===== config.mk =====
export PLATFORM = sky130hd
export DESIGN_NAME = time_set_ctrl
export DESIGN_NICKNAME = d
export VERILOG_FILES = /design/src/rtl/time_set_ctrl.sv
export SDC_FILE = /design/constraint.sdc
export NUM_CORES = 1
export LEC_CHECK = 0
export CAP_MARGIN = 20
export CORE_ASPECT_RATIO = 0.7
export CORE_MARGIN = 1.5
export CORE_UTILIZATION = 64
export CTS_BUF_LIST = sky130_fd_sc_hd__clkbuf_2 sky130_fd_sc_hd__clkbuf_4 sky130_fd_sc_hd__clkbuf_8
export CTS_CLUSTER_SIZE = 8
export DETAILED_ROUTE_END_ITERATION = 12
export GPL_TIMING_DRIVEN = 0
export PLACE_DENSITY_LB_ADDON = 0.15
export SYNTH_ARGS = -nofsm -noshare
export SYNTH_HDL_FRONTEND = slang
export SYNTH_SLANG_ARGS = --single-unit

===== constraint.sdc =====
create_clock -name clk -period 3.7 [get_ports clk]
set_input_delay 0.925 -clock clk [delete_from_list [all_inputs] [get_ports clk]]
set_output_delay 0.925 -clock clk [all_outputs]
set_load 0.05 [all_outputs]

===== src/rtl/time_set_ctrl.sv =====
// Time-setting controller for the hh:mm:ss clock.
// Debounced buttons drive a BCD edit FSM with per-field blink.

module btn_deb #(
  parameter int DEB_CYCLES = 1000000
) (
  input  logic clk,
  input  logic reset,
  input  logic btn,
  output logic press
);

  localparam int DW = $clog2(DEB_CYCLES + 1);

  logic          sync1;
  logic          sync2;
  logic          level;
  logic          level_q;
  logic [DW-1:0] cnt;

  // Synchronise, accept a level after a stable run, pulse on rise
  always_ff @(posedge clk or negedge reset) begin
    if (!reset) begin
      sync1   <= 1'b0;
      sync2   <= 1'b0;
      level   <= 1'b0;
      level_q <= 1'b0;
      cnt     <= '0;
      press   <= 1'b0;
    end else begin
      sync1   <= btn;
      sync2   <= sync1;
      level_q <= level;
      press   <= level & ~level_q;
      if (sync2 == level) begin
        cnt <= '0;
      end else if (cnt == DW'(DEB_CYCLES)) begin
        level <= sync2;
        cnt   <= '0;
      end else begin
        cnt <= cnt + 1'b1;
      end
    end
  end

endmodule

module time_set_ctrl #(
  parameter int DEB_CYCLES = 1000000,
  parameter int BLINK_HALF = 50000000
) (
  input  logic       clk,
  input  logic       reset,
  input  logic       btn_mode,
  input  logic       btn_inc,
  input  logic [1:0] cur_hour_h,
  input  logic [3:0] cur_hour_l,
  input  logic [2:0] cur_minute_h,
  input  logic [3:0] cur_minute_l,
  input  logic [2:0] cur_second_h,
  input  logic [3:0] cur_second_l,
  output logic       stop,
  output logic       load,
  output logic [1:0] set_hour_h,
  output logic [3:0] set_hour_l,
  output logic [2:0] set_minute_h,
  output logic [3:0] set_minute_l,
  output logic [2:0] set_second_h,
  output logic [3:0] set_second_l,
  output logic [5:0] blink,
  output logic [1:0] mode
);

  typedef enum logic [1:0] {
    RUN   = 2'd0,
    SET_H = 2'd1,
    SET_M = 2'd2,
    SET_S = 2'd3
  } state_t;

  localparam int BW = $clog2(BLINK_HALF + 1);

  state_t        state;
  logic          mode_p;
  logic          inc_p;
  logic          phase;
  logic [BW-1:0] bcnt;

  btn_deb #(.DEB_CYCLES(DEB_CYCLES)) u_deb_mode (
    .clk   (clk),
    .reset (reset),
    .btn   (btn_mode),
    .press (mode_p)
  );

  btn_deb #(.DEB_CYCLES(DEB_CYCLES)) u_deb_inc (
    .clk   (clk),
    .reset (reset),
    .btn   (btn_inc),
    .press (inc_p)
  );

  assign mode = state;

  function automatic logic [5:0] inc_hour(
    input logic [1:0] h,
    input logic [3:0] l
  );
    if (h == 2'd2 && l == 4'd3) return 6'd0;
    else if (l == 4'd9)         return {h + 2'd1, 4'd0};
    else                        return {h, l + 4'd1};
  endfunction

  function automatic logic [6:0] inc_ms(
    input logic [2:0] h,
    input logic [3:0] l
  );
    if (l == 4'd9) return (h == 3'd5) ? 7'd0 : {h + 3'd1, 4'd0};
    else           return {h, l + 4'd1};
  endfunction

  function automatic logic [5:0] field_mask(input state_t s);
    unique case (s)
      SET_H:   return 6'b110000;
      SET_M:   return 6'b001100;
      SET_S:   return 6'b000011;
      default: return 6'b000000;
    endcase
  endfunction

  // Mode FSM, BCD field edits, load strobe and blink timer
  always_ff @(posedge clk or negedge reset) begin
    if (!reset) begin
      state        <= RUN;
      stop         <= 1'b0;
      load         <= 1'b0;
      blink        <= 6'd0;
      phase        <= 1'b0;
      bcnt         <= '0;
      set_hour_h   <= '0;
      set_hour_l   <= '0;
      set_minute_h <= '0;
      set_minute_l <= '0;
      set_second_h <= '0;
      set_second_l <= '0;
    end else begin
      load <= 1'b0;

      if (state == RUN || mode_p) begin
        phase <= 1'b0;
        bcnt  <= '0;
        blink <= 6'd0;
      end else if (bcnt == BW'(BLINK_HALF - 1)) begin
        bcnt  <= '0;
        phase <= ~phase;
        blink <= phase ? 6'd0 : field_mask(state);
      end else begin
        bcnt <= bcnt + 1'b1;
      end

      unique case (state)
        RUN: begin
          stop <= 1'b0;
          if (mode_p) begin
            state        <= SET_H;
            stop         <= 1'b1;
            set_hour_h   <= cur_hour_h;
            set_hour_l   <= cur_hour_l;
            set_minute_h <= cur_minute_h;
            set_minute_l <= cur_minute_l;
            set_second_h <= cur_second_h;
            set_second_l <= cur_second_l;
          end
        end
        SET_H: begin
          if (mode_p)
            state <= SET_M;
          else if (inc_p)
            {set_hour_h, set_hour_l} <=
              inc_hour(set_hour_h, set_hour_l);
        end
        SET_M: begin
          if (mode_p)
            state <= SET_S;
          else if (inc_p)
            {set_minute_h, set_minute_l} <=
              inc_ms(set_minute_h, set_minute_l);
        end
        SET_S: begin
          if (mode_p) begin
            state <= RUN;
            load  <= 1'b1;
          end else if (inc_p) begin
            {set_second_h, set_second_l} <=
              inc_ms(set_second_h, set_second_l);
          end
        end
      endcase
    end
  end

endmodule


Run 1, where the registers sit:
The bar under the picture is 20 um long. Other sequential cells in the stronger grey, the rest of the logic in the fainter grey.
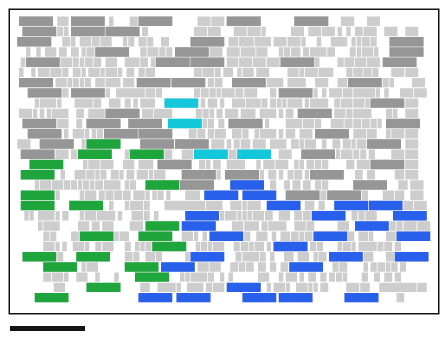
legend:
  `set_second_l`:
    colour: cyan
    placed_flops: 4
    where: middle
  `u_deb_mode.cnt`:
    colour: green
    placed_flops: 20
  `bcnt`:
    colour: blue
    placed_flops: 26

Run 1, cells coloured by class:
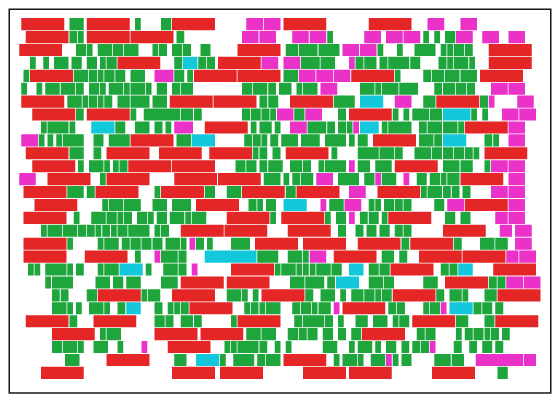
legend:
  remaining buffers and delay cells:
    colour: magenta
    cells: 75
  registers:
    colour: red
    cells: 104
  remaining logic cells:
    colour: green
    cells: 447
  clock drivers and dummy loads:
    colour: cyan
    cells: 16
Core Area: 8370 um^2
flop share of the area: 0.407
Core Util, Final: 0.764

==> results.ini, run 1 <==
[worst_setup_path]
r2r_setup_slack_ns = 1.16
max_stage_delay_ns = 0.89
cp_max_fo = 8
reg2reg_depth = 7
path_class = flip-flop to primary output
cp-start-kind = flip-flop
worstPathCellList = clkdlybuf4s50_1
worstReg2RegEnd = set_hour_h[0]
slowest_stage = clkdlybuf4s50_1
critPathTopFamily = buffers and inverters
end_kind = primary output
path_buffers = 1
cp.required_ns = 2.77
cp_data_arrival_time_ns = 1.78
r2r-start = mode[0]

[layout]
area_growth_pct = 16.5
nNetsFinal = 675
drive_gt1_frac = 0.0670
regArea_um2 = 2600
fillCellCount = 595
logic_area_um2 = 2680
fin_area_um2 = 6390
antenna_cells = 0

[global_routing]
grt_pass1_wl_um = 20100
grt_max_degree = 70
grt-ovfl-total = 0
grt.busiest_layer = met2
first_global_vias = 4249
antenna_found_initial = 0
grt_use_met1 = 0.375
grt_util_met3 = 0.0642
globalRouteMet2Util = 0.458
grtUsageTotal = 0.280

[clock_tree]
cts-htree-levels = 3
ctsHoldBuffers = 0
root_buffer = clkbuf_8
clock_latency_ns = 0.39
cts_setup_buffers = 0
cts_sinks = 104
ctsResizeCount = 0
clkTransAtPathRegs_ns = 0.11
cts_made_buffers = 9
clock_path_buffers = 2
cts_tree = yes

[floorplan]
ios = 54
die-area_um2 = 9150
die_w_um = 114
fp-row-count = 28
fp_util = 0.656
die_h_um = 80.5

[sta]
fin_tns_setup_ns = 0
max_freq_ghz = 0.370
rsz0062_at_grt = no
max_slew_margin = 0.598
setup_slack_ns = 0.997
period_used_share = 0.730
setup_viol = 0
finalHoldViolations = 0
worst_pin_slew_ns = 0.602
layout_min_cycle_time_ns = 2.70
finalClockSkew_ns = 0.0110
slew_violations = 0

[job]
max_cap_viol_count = 0
warning_count = 34

[synth]
edf_count = 0
synth_flops = 104
ys_warn_count = 0
ys_cells = 572
synth_top_area_share = 0.474
syn_inst = 572
synth-main-ff-cell = dfrtp_1
area_leaders = dfrtp_1, xnor2_1, nor2_1, ha_1, a21oi_1
synthTopCellsByCount = dfrtp_1, nor2_1, nand2_1
yosys.cell_types.count = 58
async_flop_share = 1.00
syn_area_um2 = 5490
ys_area_um2 = 5490
fp_nets = 610
yosysSeqAreaShare = 0.474
syn_avg_cell_area_um2 = 9.60
top_area_cell = dfrtp_1
top_cell = dfrtp_1

[run_status]
status = complete, no violations

[routing]
vias = 4640
drtIter0Drc = 353
route.detailed.drc = 0
drtPass1Iterations = 5
vias_per_cell = 6.21
drt-total-wl_um = 12300
ant_nets = 0
wl_per_cell_um = 16.5

[place]
io_buffers = 53
hpwlAfterDp_um = 8840
place_area_um2 = 6180
gp_congestion = 0.838
pre_cts_ws_ns = 1.24

[power_and_ir_drop]
powerDensity_nw_per_um2 = 316
ir_drop_v = 0.000240
power.total_uw = 2020
p_leak_uw = 0.00255

[worst_hold_path]
hold_class = flip-flop to flip-flop
hold_path_depth = 1
hold_end = u_deb_mode.press
min_from = u_deb_mode.level_q

Run 1, wiring heat map:
The bar under the picture is 20 um long. 23 x 16 tiles, from dark blue (low) to red (high), scaled to the fullest tile. Values are wire area over tile area, all layers added.
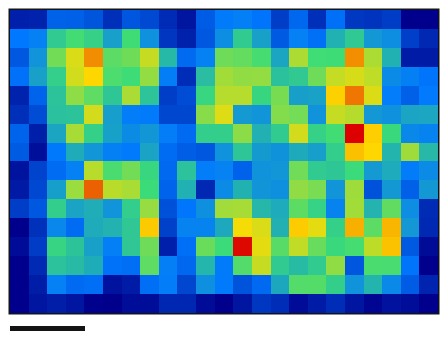
densest ninth of the die: right middle
tiles over half the peak: 26%
mean over tiles: 0.22
nearly empty tiles: 3.3%

run 1: state kept, by name, summed over array words and instances (netlist names), 2 cells and up:
| register | flops |
|---|---|
| blink | 3 |
| set_second_h | 3 |
| set_hour_l | 4 |
| u_deb_inc.cnt | 20 |
| set_minute_l | 4 |
| mode | 2 |
| set_hour_h | 2 |
| set_second_l | 4 |
| bcnt | 26 |
| u_deb_mode.cnt | 20 |
| set_minute_h | 3 |
run 1: metal layers:
metal / wire length [um] / vias up / share of wire
met4: 154 / 0 / 0.012
met5: 0 / - / 0
li1: - / 2183 / -
met1: 5520 / 2277 / 0.45
met2: 5930 / 162 / 0.48
met3: 721 / 18 / 0.058
run 1: worst max-delay path by stage:
stage	startpoint	endpoint	slack [ns]	cells after the start
floorplan	mode[0]	set_hour_h[0]	1.15	7
global placement	reset	u_deb_inc.cnt[8]	-2.10	1
detailed placement	mode[0]	set_hour_h[0]	1.24	7
CTS	set_second_l[1]	set_second_l[1]	1.0	1
global route	set_second_l[1]	set_second_l[1]	0.92	1
finish	set_second_l[1]	set_second_l[1]	1.0	1
run 1: where the power goes:
part / internal, uW / total, uW / switching (uW)
Combinational: 41.8 / 94.4 / 52.5
Clock: 332 / 772 / 440
Sequential: 1140 / 1150 / 10.2
Total: 1520 / 2020 / 503
run 1: metrics by stage:
step                      hold slack [ns]  cells
after floorplan                     0.331    572
after global placement              0.355    730
after global routing                0.402    747
after CTS                           0.387    747
final                               0.399    747
after detailed placement            0.361    731
run 1: cells by family (layout without fill, tap and decap cells):
kind of cell | Yosys count | in the layout | share of synthesized area
adders and majority gates | 14 | 14 | 0.0319
AOI/OAI and AO/OA | 100 | 100 | 0.115
DFF | 104 | 104 | 0.474
and+or+nand+nor | 252 | 252 | 0.253
muxes | 8 | 8 | 0.0166
buffers and inverters | 50 | 120 | 0.0390
xor gates and xnor gates | 44 | 44 | 0.0702
run 1: cells in the final DEF, fill, tap and decap left out, types with 9 or more instances in the layout:
master,synthesis,final
inv_1,29,29
nor3_1,15,15
nand3_1,30,30
a21oi_1,33,33
and3_1,9,9
or4_1,9,9
xnor2_1,30,30
nand4_1,18,18
xor2_1,14,14
ha_1,14,14
nand2_1,35,35
or3_1,16,16
dfrtp_1,104,104
clkdlybuf4s50_1,0,52
o21ai_0,29,29
clkbuf_8,0,9
clkbuf_1,15,15
nor2_1,62,62
nor4_1,14,14
run 1: cell type report:
cell class	count	area share
clock buffer	9	0.0194
sequential	104	0.407
tap	105	0.0205
multi-input combinational	418	0.418
inverter	29	0.0170
clock inverter	7	0.0145
timing repair buffer	54	0.0869
buffer	21	0.0164
--- run 2 (diff from run 1) ---
- CORE_UTILIZATION: 64 -> 54
- clock period: 3.7 -> 2.35 ns (I/O delays scaled with it)
==> run 2 against run 1 <==
Total power rose by 58%. Sequential power rose by 58%. Non-clock buffer count fell by 1. Routed wire length fell by 1.7%. Setup slack got worse by 0.93 ns.
==> results.ini, run 2 <==
[run_status]
status = complete, no violations

[floorplan]
ios = 54
fp-row-count = 30
die_w_um = 124
coreArea_um2 = 9800
fp_util = 0.561
die_h_um = 87.4
die-area_um2 = 10800

[global_routing]
antenna_found_initial = 0
grtUsageTotal = 0.241
grt_max_degree = 72
grt_pass1_wl_um = 20300
first_global_vias = 4289
grt-ovfl-total = 0

[clock_tree]
cts_made_buffers = 9
root_buffer = clkbuf_8
cts_tree = yes
cts_setup_buffers = 0
clock_latency_ns = 0.39
ctsHoldBuffers = 0
clkTransAtPathRegs_ns = 0.11
cts_sinks = 104
clock_path_buffers = 2

[layout]
area_growth_pct = 17.3
mostFrequentLayoutCells = dfrtp_1, nor2_1, clkdlybuf4s50_1
utilization = 0.658
antenna_cells = 0
largest_reg_flops = 26
stdcell_count = 769
largest-register = bcnt
final_layout_top_logic_cell = dfrtp_1
reg_top3 = bcnt x26, u_deb_inc.cnt x20, u_deb_mode.cnt x20
nNetsFinal = 674
drive_gt1_frac = 0.0764

[synth]
synth_flops = 104
synth_top_area_share = 0.474
top_area_cell = dfrtp_1
synthTopCellsByCount = dfrtp_1, nor2_1, nand2_1
synth-main-ff-cell = dfrtp_1
ys_area_um2 = 5490
syn_avg_cell_area_um2 = 9.60
syn_inst = 572
edf_count = 0
ys_warn_count = 0
top_cell = dfrtp_1
yosysSeqAreaShare = 0.474
yosys.cell_types.count = 58
fp_nets = 610
syn_area_um2 = 5490
ys_cells = 572

[routing]
vias_per_cell = 5.88
drtIter0Drc = 322
drtPass1Iterations = 5
ant_nets = 0
route.detailed.drc = 0
vias = 4523

[worst_setup_path]
path_class = flip-flop to primary output
worstReg2RegEnd = u_deb_inc.level
max_stage_delay_ns = 0.85
path_buffers = 1
critical_path_depth = 1
critPathTopFamily = buffers and inverters
end_kind = primary output
reg2reg_depth = 4
cp-start-kind = flip-flop
cp.required_ns = 1.76
slowest_stage = clkdlybuf4s50_1
r2r_setup_slack_ns = 0.15
worstPathCellList = clkdlybuf4s50_1
crit_end = set_hour_l[0]
cp_data_arrival_time_ns = 1.70
cp_max_fo = 6
r2r-start = u_deb_inc.cnt[12]

[worst_hold_path]
hold_class = input port to async pin

[power_and_ir_drop]
comb_power_share = 0.046
p_leak_uw = 0.00257
p_sw_uw = 794
swShare = 0.249
powerDensity_nw_per_um2 = 495
ir_drop_v = 0.000355

[sta]
period_used_share = 0.973
max_freq_ghz = 0.437
finalClockSkew_ns = 0.00955
worst_pin_slew_ns = 0.645
layout_min_cycle_time_ns = 2.29
setup_viol = 0
finalHoldViolations = 0
rsz0062_at_grt = no

[job]
max_cap_viol_count = 0
warning_count = 34

[place]
hpwlAfterDp_um = 8850
gp_congestion = 0.812

## run 2: cell counts after synthesis
No cell type changed its count.
## run 2: per-stage QoR
step                      setup WS, ns  hold WS, ns  setup TNS [ns]  cell area [um^2]  total power (uW)
after floorplan                 0.0177        0.292               0              5500              1900
after global placement           -3.51        0.343         -327.05              6190              2000
after detailed placement       -0.0755        0.335          -0.582              6220              2000
after CTS                       0.0213        0.149               0              6440              3220
after global routing           0.00683        0.171               0              6440              3310
final                           0.0625        0.153               0              6440              3190
## run 2: cell families after synthesis
family,synth area share
fa+ha+maj,0.0319
compound gates,0.115
mux,0.0166
buf+inv,0.0390
flops,0.474
xor+xnor,0.0702
simple gates,0.253
## run 2: final cells by class
cell class / count / area (um^2)
buffer: 20 / 104
clock buffer: 9 / 124
clock inverter: 7 / 92.6
fill: 758 / 3350
inverter: 29 / 109
multi-input combinational: 418 / 2690
sequential: 104 / 2610
tap: 128 / 160
timing repair buffer: 54 / 559
## run 2: per-layer routing
metal | up-vias | part of all wire | GRT usage
li1 | 2183 | - | -
met1 | 2203 | 0.48 | 0.332
met2 | 118 | 0.46 | 0.384
met3 | 19 | 0.046 | 0.0530
met4 | 0 | 0.018 | 0.0731
met5 | - | 0 | 0
## run 2: power by group through the flow
stage	sequential, uW	combinational, uW	clock, uW
2_1_floorplan	1860	48.5	0
5_1_grt	1820	165	1330
3_3_place_gp	1850	143	0
4_1_cts	1820	152	1250
3_5_place_dp	1850	151	0
6_report	1820	148	1220
## run 2: repair_timing
| action | in CTS | in global routing |
|---|---|---|
| pin swaps | 0 | 0 |
| resized | 3 | 5 |
| setup endpoints to repair | 19 | 34 |
## run 2: worst min path at each step
stage | start | endpoint | slack (ns) | cells after the start
after floorplan | reset | bcnt[0] | 0.29 | 0
after global placement | u_deb_inc.sync1 | u_deb_inc.sync2 | 0.34 | 0
after detailed placement | u_deb_inc.sync1 | u_deb_inc.sync2 | 0.33 | 0
after CTS | reset | bcnt[17] | 0.15 | 1
after global routing | reset | set_hour_h[0] | 0.17 | 1
final | reset | phase | 0.15 | 1
Run 2, routing congestion map:
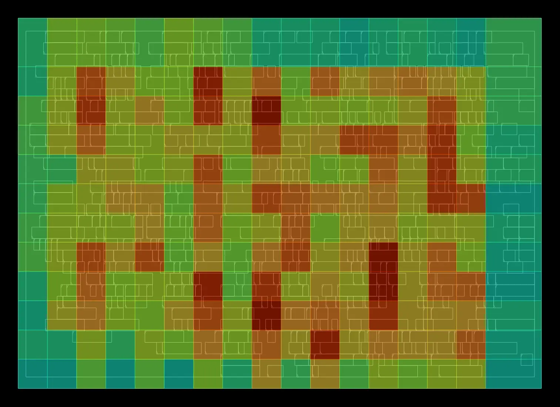
met2 Usage GRT: 0.384
GR Util met1: 0.332
wire length per cell: 15.8 um
gr busiest metal: met2
GR Layer Usage met3: 0.0530

Power is estimated from default activity; no workload was simulated.
